### config.mk
export PLATFORM = sky130hd
export DESIGN_NAME = voice_cmd_tx_flat
export DESIGN_NICKNAME = d
export VERILOG_FILES = /design/src/rtl/voice_cmd_tx_if.sv /design/src/rtl/voice_cmd_tx.sv /design/src/flat_wrapper.sv
export SDC_FILE = /design/constraint.sdc
export NUM_CORES = 1
export LEC_CHECK = 0
export ABC_CLOCK_PERIOD_IN_PS = 4500
export CORE_ASPECT_RATIO = 1.25
export CORE_MARGIN = 2
export CORE_UTILIZATION = 40
export DETAILED_ROUTE_END_ITERATION = 10
export SLEW_MARGIN = 20
export SYNTH_ARGS = -nofsm -noshare
export SYNTH_HDL_FRONTEND = slang
export SYNTH_SLANG_ARGS = --single-unit
### constraint.sdc
create_clock -name clk -period 4.5 [get_ports clk]
set_input_delay 0.9 -clock clk [delete_from_list [all_inputs] [get_ports clk]]
set_output_delay 0.9 -clock clk [all_outputs]
set_load 0.05 [all_outputs]
### src/rtl/voice_cmd_tx_if.sv
`default_nettype none
// ============================================================================
//  Module   : voice_cmd_tx_if
//  Purpose  : Command handshake bundle between the track/function selection
//             logic and the voice command transmitter.
//  Signals  : cmd_valid  - command present on cmd_op/cmd_arg
//             cmd_ready  - transmitter can accept a command (queue not full)
//             cmd_op     - 8-bit opcode
//             cmd_arg    - argument, ARG_BYTES bytes, MS byte sent first
//  Modports : master (command source), slave (transmitter)
//  Revision : 1.0 - initial release
// ============================================================================
interface voice_cmd_tx_if #(
    parameter int ARG_BYTES = 1
) ();
    logic                   cmd_valid;
    logic                   cmd_ready;
    logic [7:0]             cmd_op;
    logic [8*ARG_BYTES-1:0] cmd_arg;

    modport master (
        output cmd_valid,
        output cmd_op,
        output cmd_arg,
        input  cmd_ready
    );

    modport slave (
        input  cmd_valid,
        input  cmd_op,
        input  cmd_arg,
        output cmd_ready
    );
endinterface
`default_nettype wire

### src/rtl/voice_cmd_tx.sv
`default_nettype none
// ============================================================================
//  Module   : voice_cmd_tx
//  Purpose  : Queues opcode/argument commands and sends each one as a
//             checksummed frame (7E LEN OP ARG.. CHK EF) on a UART line,
//             8N1/8N2, LSB first, with a forced idle gap between frames.
//  Ports    : clk        - system clock, rising edge
//             rst_n      - synchronous active-low reset
//             cmd        - command handshake (slave side of voice_cmd_tx_if)
//             data_tx    - UART line, idle high (registered)
//             busy       - frame in progress, LOAD through end of GAP
//             frame_done - one-cycle pulse at end of a frame's last stop bit
//             fifo_level - commands currently queued
//  Revision : 1.0 - initial release
// ============================================================================
module voice_cmd_tx #(
    parameter int BAUD_DIV   = 5208,
    parameter int ARG_BYTES  = 1,
    parameter int STOP_BITS  = 1,
    parameter int GAP_BITS   = 10,
    parameter int FIFO_DEPTH = 4
) (
    input  logic                        clk,
    input  logic                        rst_n,
    voice_cmd_tx_if.slave               cmd,
    output logic                        data_tx,
    output logic                        busy,
    output logic                        frame_done,
    output logic [$clog2(FIFO_DEPTH):0] fifo_level
);

    localparam int N_BYTES = ARG_BYTES + 5;
    localparam int ADDR_W  = $clog2(FIFO_DEPTH);
    localparam int LVL_W   = ADDR_W + 1;
    localparam int ENTRY_W = 8 + 8 * ARG_BYTES;
    localparam int BAUD_W  = $clog2(BAUD_DIV);
    localparam int BIT_MAX = (GAP_BITS > 8) ? GAP_BITS : 8;
    localparam int BIT_W   = $clog2(BIT_MAX);
    localparam int BYTE_W  = $clog2(N_BYTES);

    localparam logic [BAUD_W-1:0] C_BAUD_LAST = BAUD_W'(BAUD_DIV - 1);
    localparam logic [BIT_W-1:0]  C_DATA_LAST = BIT_W'(7);
    localparam logic [BIT_W-1:0]  C_STOP_LAST = BIT_W'(STOP_BITS - 1);
    localparam logic [BIT_W-1:0]  C_GAP_LAST  = BIT_W'((GAP_BITS > 0) ? GAP_BITS - 1 : 0);
    localparam logic [BYTE_W-1:0] C_BYTE_LAST = BYTE_W'(N_BYTES - 1);
    localparam logic [7:0]        C_LEN       = 8'(ARG_BYTES + 3);
    localparam logic [LVL_W-1:0]  C_FULL      = LVL_W'(FIFO_DEPTH);

    localparam logic [2:0] S_IDLE  = 3'd0;
    localparam logic [2:0] S_LOAD  = 3'd1;
    localparam logic [2:0] S_START = 3'd2;
    localparam logic [2:0] S_DATA  = 3'd3;
    localparam logic [2:0] S_STOP  = 3'd4;
    localparam logic [2:0] S_GAP   = 3'd5;

    // ------------------------------------------------------------------
    // Command queue
    // ------------------------------------------------------------------
    logic [ENTRY_W-1:0]   fifo_mem_q [FIFO_DEPTH];
    logic [ADDR_W-1:0]    wr_ptr_q, wr_ptr_d;
    logic [ADDR_W-1:0]    rd_ptr_q, rd_ptr_d;
    logic [LVL_W-1:0]     level_q,  level_d;

    logic                 w_ready;
    logic                 w_push;
    logic                 w_pop;
    logic [ENTRY_W-1:0]   w_head;
    logic [7:0]           w_head_op;
    logic [8*ARG_BYTES-1:0] w_head_arg;

    assign w_ready       = (level_q != C_FULL);
    assign cmd.cmd_ready = w_ready;
    assign w_push        = cmd.cmd_valid && w_ready;
    assign w_head        = fifo_mem_q[rd_ptr_q];
    assign w_head_op     = w_head[ENTRY_W-1 -: 8];
    assign w_head_arg    = w_head[8*ARG_BYTES-1:0];

    always_comb begin
        wr_ptr_d = wr_ptr_q;
        rd_ptr_d = rd_ptr_q;
        level_d  = level_q;
        if (w_push) begin
            wr_ptr_d = wr_ptr_q + ADDR_W'(1);
        end
        if (w_pop) begin
            rd_ptr_d = rd_ptr_q + ADDR_W'(1);
        end
        // Simultaneous push and pop leaves the level unchanged.
        case ({w_push, w_pop})
            2'b10:   level_d = level_q + LVL_W'(1);
            2'b01:   level_d = level_q - LVL_W'(1);
            default: level_d = level_q;
        endcase
    end

    // Storage has no reset: the pointers alone define what is valid.
    always_ff @(posedge clk) begin
        if (w_push) begin
            fifo_mem_q[wr_ptr_q] <= {cmd.cmd_op, cmd.cmd_arg};
        end
    end

    // ------------------------------------------------------------------
    // Frame sequencer
    // ------------------------------------------------------------------
    logic [2:0]         state_q, state_d;
    logic [BAUD_W-1:0]  baud_q,  baud_d;
    logic [BIT_W-1:0]   bit_q,   bit_d;
    logic [BYTE_W-1:0]  byte_q,  byte_d;
    logic [7:0]         frame_q [N_BYTES];
    logic [7:0]         frame_d [N_BYTES];
    logic               data_tx_q,    data_tx_d;
    logic               busy_q,       busy_d;
    logic               frame_done_q, frame_done_d;

    logic               w_tick;
    logic [7:0]         w_chk;

    assign w_tick = (baud_q == C_BAUD_LAST);

    always_comb begin
        state_d      = state_q;
        baud_d       = baud_q;
        bit_d        = bit_q;
        byte_d       = byte_q;
        frame_d      = frame_q;
        frame_done_d = 1'b0;
        w_pop        = 1'b0;
        w_chk        = C_LEN ^ w_head_op;

        case (state_q)
            S_IDLE: begin
                baud_d = '0;
                bit_d  = '0;
                if (level_q != '0) begin
                    // The head is popped and the whole frame is captured on
                    // the way into LOAD so later pushes cannot disturb it.
                    w_pop      = 1'b1;
                    state_d    = S_LOAD;
                    frame_d[0] = 8'h7E;
                    frame_d[1] = C_LEN;
                    frame_d[2] = w_head_op;
                    for (int i = 0; i < ARG_BYTES; i++) begin
                        frame_d[3+i] = w_head_arg[8*(ARG_BYTES-1-i) +: 8];
                        w_chk        = w_chk ^ w_head_arg[8*(ARG_BYTES-1-i) +: 8];
                    end
                    frame_d[N_BYTES-2] = w_chk;
                    frame_d[N_BYTES-1] = 8'hEF;
                end
            end
            S_LOAD: begin
                state_d = S_START;
                byte_d  = '0;
                baud_d  = '0;
                bit_d   = '0;
            end
            S_START: begin
                if (w_tick) begin
                    baud_d  = '0;
                    bit_d   = '0;
                    state_d = S_DATA;
                end else begin
                    baud_d = baud_q + BAUD_W'(1);
                end
            end
            S_DATA: begin
                if (w_tick) begin
                    baud_d = '0;
                    if (bit_q == C_DATA_LAST) begin
                        bit_d   = '0;
                        state_d = S_STOP;
                    end else begin
                        bit_d = bit_q + BIT_W'(1);
                    end
                end else begin
                    baud_d = baud_q + BAUD_W'(1);
                end
            end
            S_STOP: begin
                if (w_tick) begin
                    baud_d = '0;
                    if (bit_q == C_STOP_LAST) begin
                        bit_d = '0;
                        if (byte_q != C_BYTE_LAST) begin
                            byte_d  = byte_q + BYTE_W'(1);
                            state_d = S_START;
                        end else begin
                            frame_done_d = 1'b1;
                            // A zero-length gap skips straight back to IDLE.
                            state_d = (GAP_BITS > 0) ? S_GAP : S_IDLE;
                        end
                    end else begin
                        bit_d = bit_q + BIT_W'(1);
                    end
                end else begin
                    baud_d = baud_q + BAUD_W'(1);
                end
            end
            S_GAP: begin
                if (w_tick) begin
                    baud_d = '0;
                    if (bit_q == C_GAP_LAST) begin
                        bit_d   = '0;
                        state_d = S_IDLE;
                    end else begin
                        bit_d = bit_q + BIT_W'(1);
                    end
                end else begin
                    baud_d = baud_q + BAUD_W'(1);
                end
            end
            default: begin
                state_d = S_IDLE;
                baud_d  = '0;
                bit_d   = '0;
            end
        endcase
    end

    // Outputs are registered from the next-state view so the line changes
    // on the same edge the sequencer moves.
    always_comb begin
        data_tx_d = 1'b1;
        if (state_d == S_START) begin
            data_tx_d = 1'b0;
        end else if (state_d == S_DATA) begin
            data_tx_d = frame_q[byte_d][bit_d[2:0]];
        end
        busy_d = (state_d != S_IDLE);
    end

    always_ff @(posedge clk) begin
        if (!rst_n) begin
            state_q      <= S_IDLE;
            baud_q       <= '0;
            bit_q        <= '0;
            byte_q       <= '0;
            data_tx_q    <= 1'b1;
            busy_q       <= 1'b0;
            frame_done_q <= 1'b0;
            wr_ptr_q     <= '0;
            rd_ptr_q     <= '0;
            level_q      <= '0;
            for (int i = 0; i < N_BYTES; i++) begin
                frame_q[i] <= 8'h00;
            end
        end else begin
            state_q      <= state_d;
            baud_q       <= baud_d;
            bit_q        <= bit_d;
            byte_q       <= byte_d;
            data_tx_q    <= data_tx_d;
            busy_q       <= busy_d;
            frame_done_q <= frame_done_d;
            wr_ptr_q     <= wr_ptr_d;
            rd_ptr_q     <= rd_ptr_d;
            level_q      <= level_d;
            frame_q      <= frame_d;
        end
    end

    assign data_tx    = data_tx_q;
    assign busy       = busy_q;
    assign frame_done = frame_done_q;
    assign fifo_level = level_q;

endmodule
`default_nettype wire

### src/flat_wrapper.sv
// flat-port wrapper written by rule: the top's interface ports become plain ports
module voice_cmd_tx_flat 
#(
    parameter int BAUD_DIV   = 5208,
    parameter int ARG_BYTES  = 1,
    parameter int STOP_BITS  = 1,
    parameter int GAP_BITS   = 10,
    parameter int FIFO_DEPTH = 4
)
  (clk, rst_n, data_tx, busy, frame_done, fifo_level, cmd_cmd_valid, cmd_cmd_op, cmd_cmd_arg, cmd_cmd_ready);
  voice_cmd_tx_if #(.ARG_BYTES(ARG_BYTES)) cmd_i ();
  input  logic clk;
  input  logic rst_n;
  output logic data_tx;
  output logic busy;
  output logic frame_done;
  output logic [$clog2(FIFO_DEPTH):0] fifo_level;
  input wire logic [$bits(cmd_i.cmd_valid)-1:0] cmd_cmd_valid;
  input wire logic [$bits(cmd_i.cmd_op)-1:0] cmd_cmd_op;
  input wire logic [$bits(cmd_i.cmd_arg)-1:0] cmd_cmd_arg;
  output wire logic [$bits(cmd_i.cmd_ready)-1:0] cmd_cmd_ready;
  assign cmd_i.cmd_valid = cmd_cmd_valid;
  assign cmd_i.cmd_op = cmd_cmd_op;
  assign cmd_i.cmd_arg = cmd_cmd_arg;
  assign cmd_cmd_ready = cmd_i.cmd_ready;
  voice_cmd_tx #(.BAUD_DIV(BAUD_DIV), .ARG_BYTES(ARG_BYTES), .STOP_BITS(STOP_BITS), .GAP_BITS(GAP_BITS), .FIFO_DEPTH(FIFO_DEPTH)) u_core (.clk(clk), .rst_n(rst_n), .cmd(cmd_i), .data_tx(data_tx), .busy(busy), .frame_done(frame_done), .fifo_level(fifo_level));
endmodule
==> impl_metrics.ini <==
; physical design summary
[critical_path]
critPathRequiredTime_ns = 4.78
cp_max_fo = 11
reg2reg_depth = 9
cp_cell_sequence = or4b_4, or3_1, nor2_1, o2bb2ai_1, mux2_2, o211a_1, o2111ai_1, o211a_1, o221ai_2
rrSetupSlack_ns = 1.14
cp-startpoint = u_core.baud_q[7]
cp_common_cell = o211a_1

[final_timing]
timing.hold.ws_ns = 0.449
tns_ns = 0
worst_slew_pin_slew_ns = 1.12
slew_headroom_pct = 25.2
drv_slew = 0
rsz0062_at_grt = false

[synthesis]
syn_inst = 462
ys_top_cells_by_count = edfxtp_1 (64), dfxtp_1 (60), nand2_1 (53)
topCellsByArea = edfxtp_1 (35%), dfxtp_1 (22%), mux4_2 (6.6%), nand2_1 (3.7%), nor2_1 (3.2%)
yosysMostFrequentCell = edfxtp_1

[cells_and_area]
largest_class = flip-flops and latches
top_regs = u_core.fifo_mem_q x64, u_core.frame_q x25, u_core.baud_q x13
clock_area_share_pct = 8.84

[floorplan]
core_mm2 = 0.0132
fp.dieW_um = 108

[drt]
drc = 0
routed.top_layer = met4

[global_routing]
grt_busiest_layer = met2
grt_pass1_vias = 3525
antenna_found_initial = 0

[clock_tree]
clockBufferDepth = 2

[outcome]
outcome = finished, final reports clean

[power_and_ir_drop]
p_clk_share_pct = 34.8
Sequential cells colored by netlist name:
Other sequential cells in the stronger gray, the rest of the logic in the fainter gray.
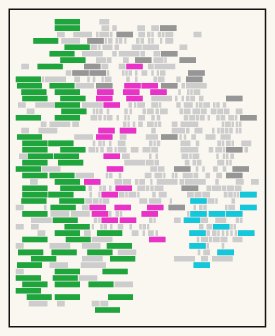
[cyan] `u_core.baud_q` | placed flops: 13
[green] `u_core.fifo_mem_q` | placed flops: 64
[magenta] `u_core.frame_q` | placed flops: 25
not colored: 22
register area: 0.00312 mm2
Finished Core Util: 48.4%
Flop+latch power: 0.00153 W

Cell placement:
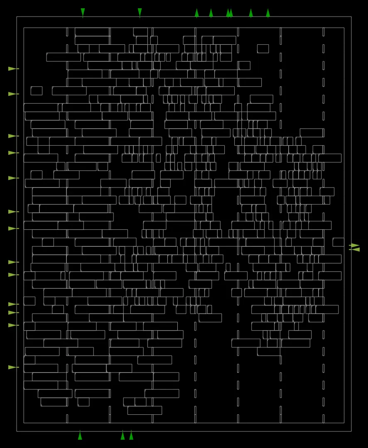
Seq area share: 48.8%
Cell Rows: 47

M1 wires:
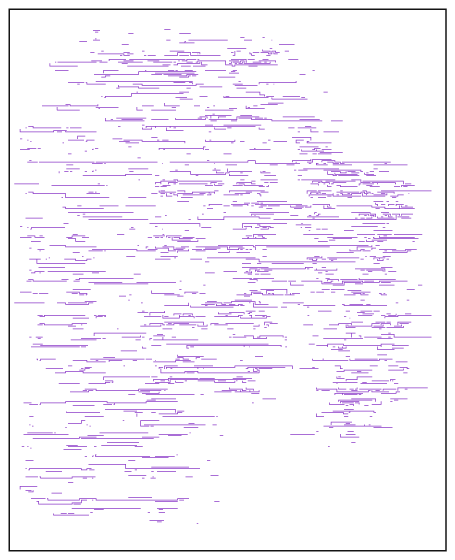
longest straight run: 30.4 um
nets with wire on the layer: 489
DRT Wirelength: 10.2 mm
GR Util met1: 17.8%

No activity file was given, so power comes from the tool's default toggle rates.
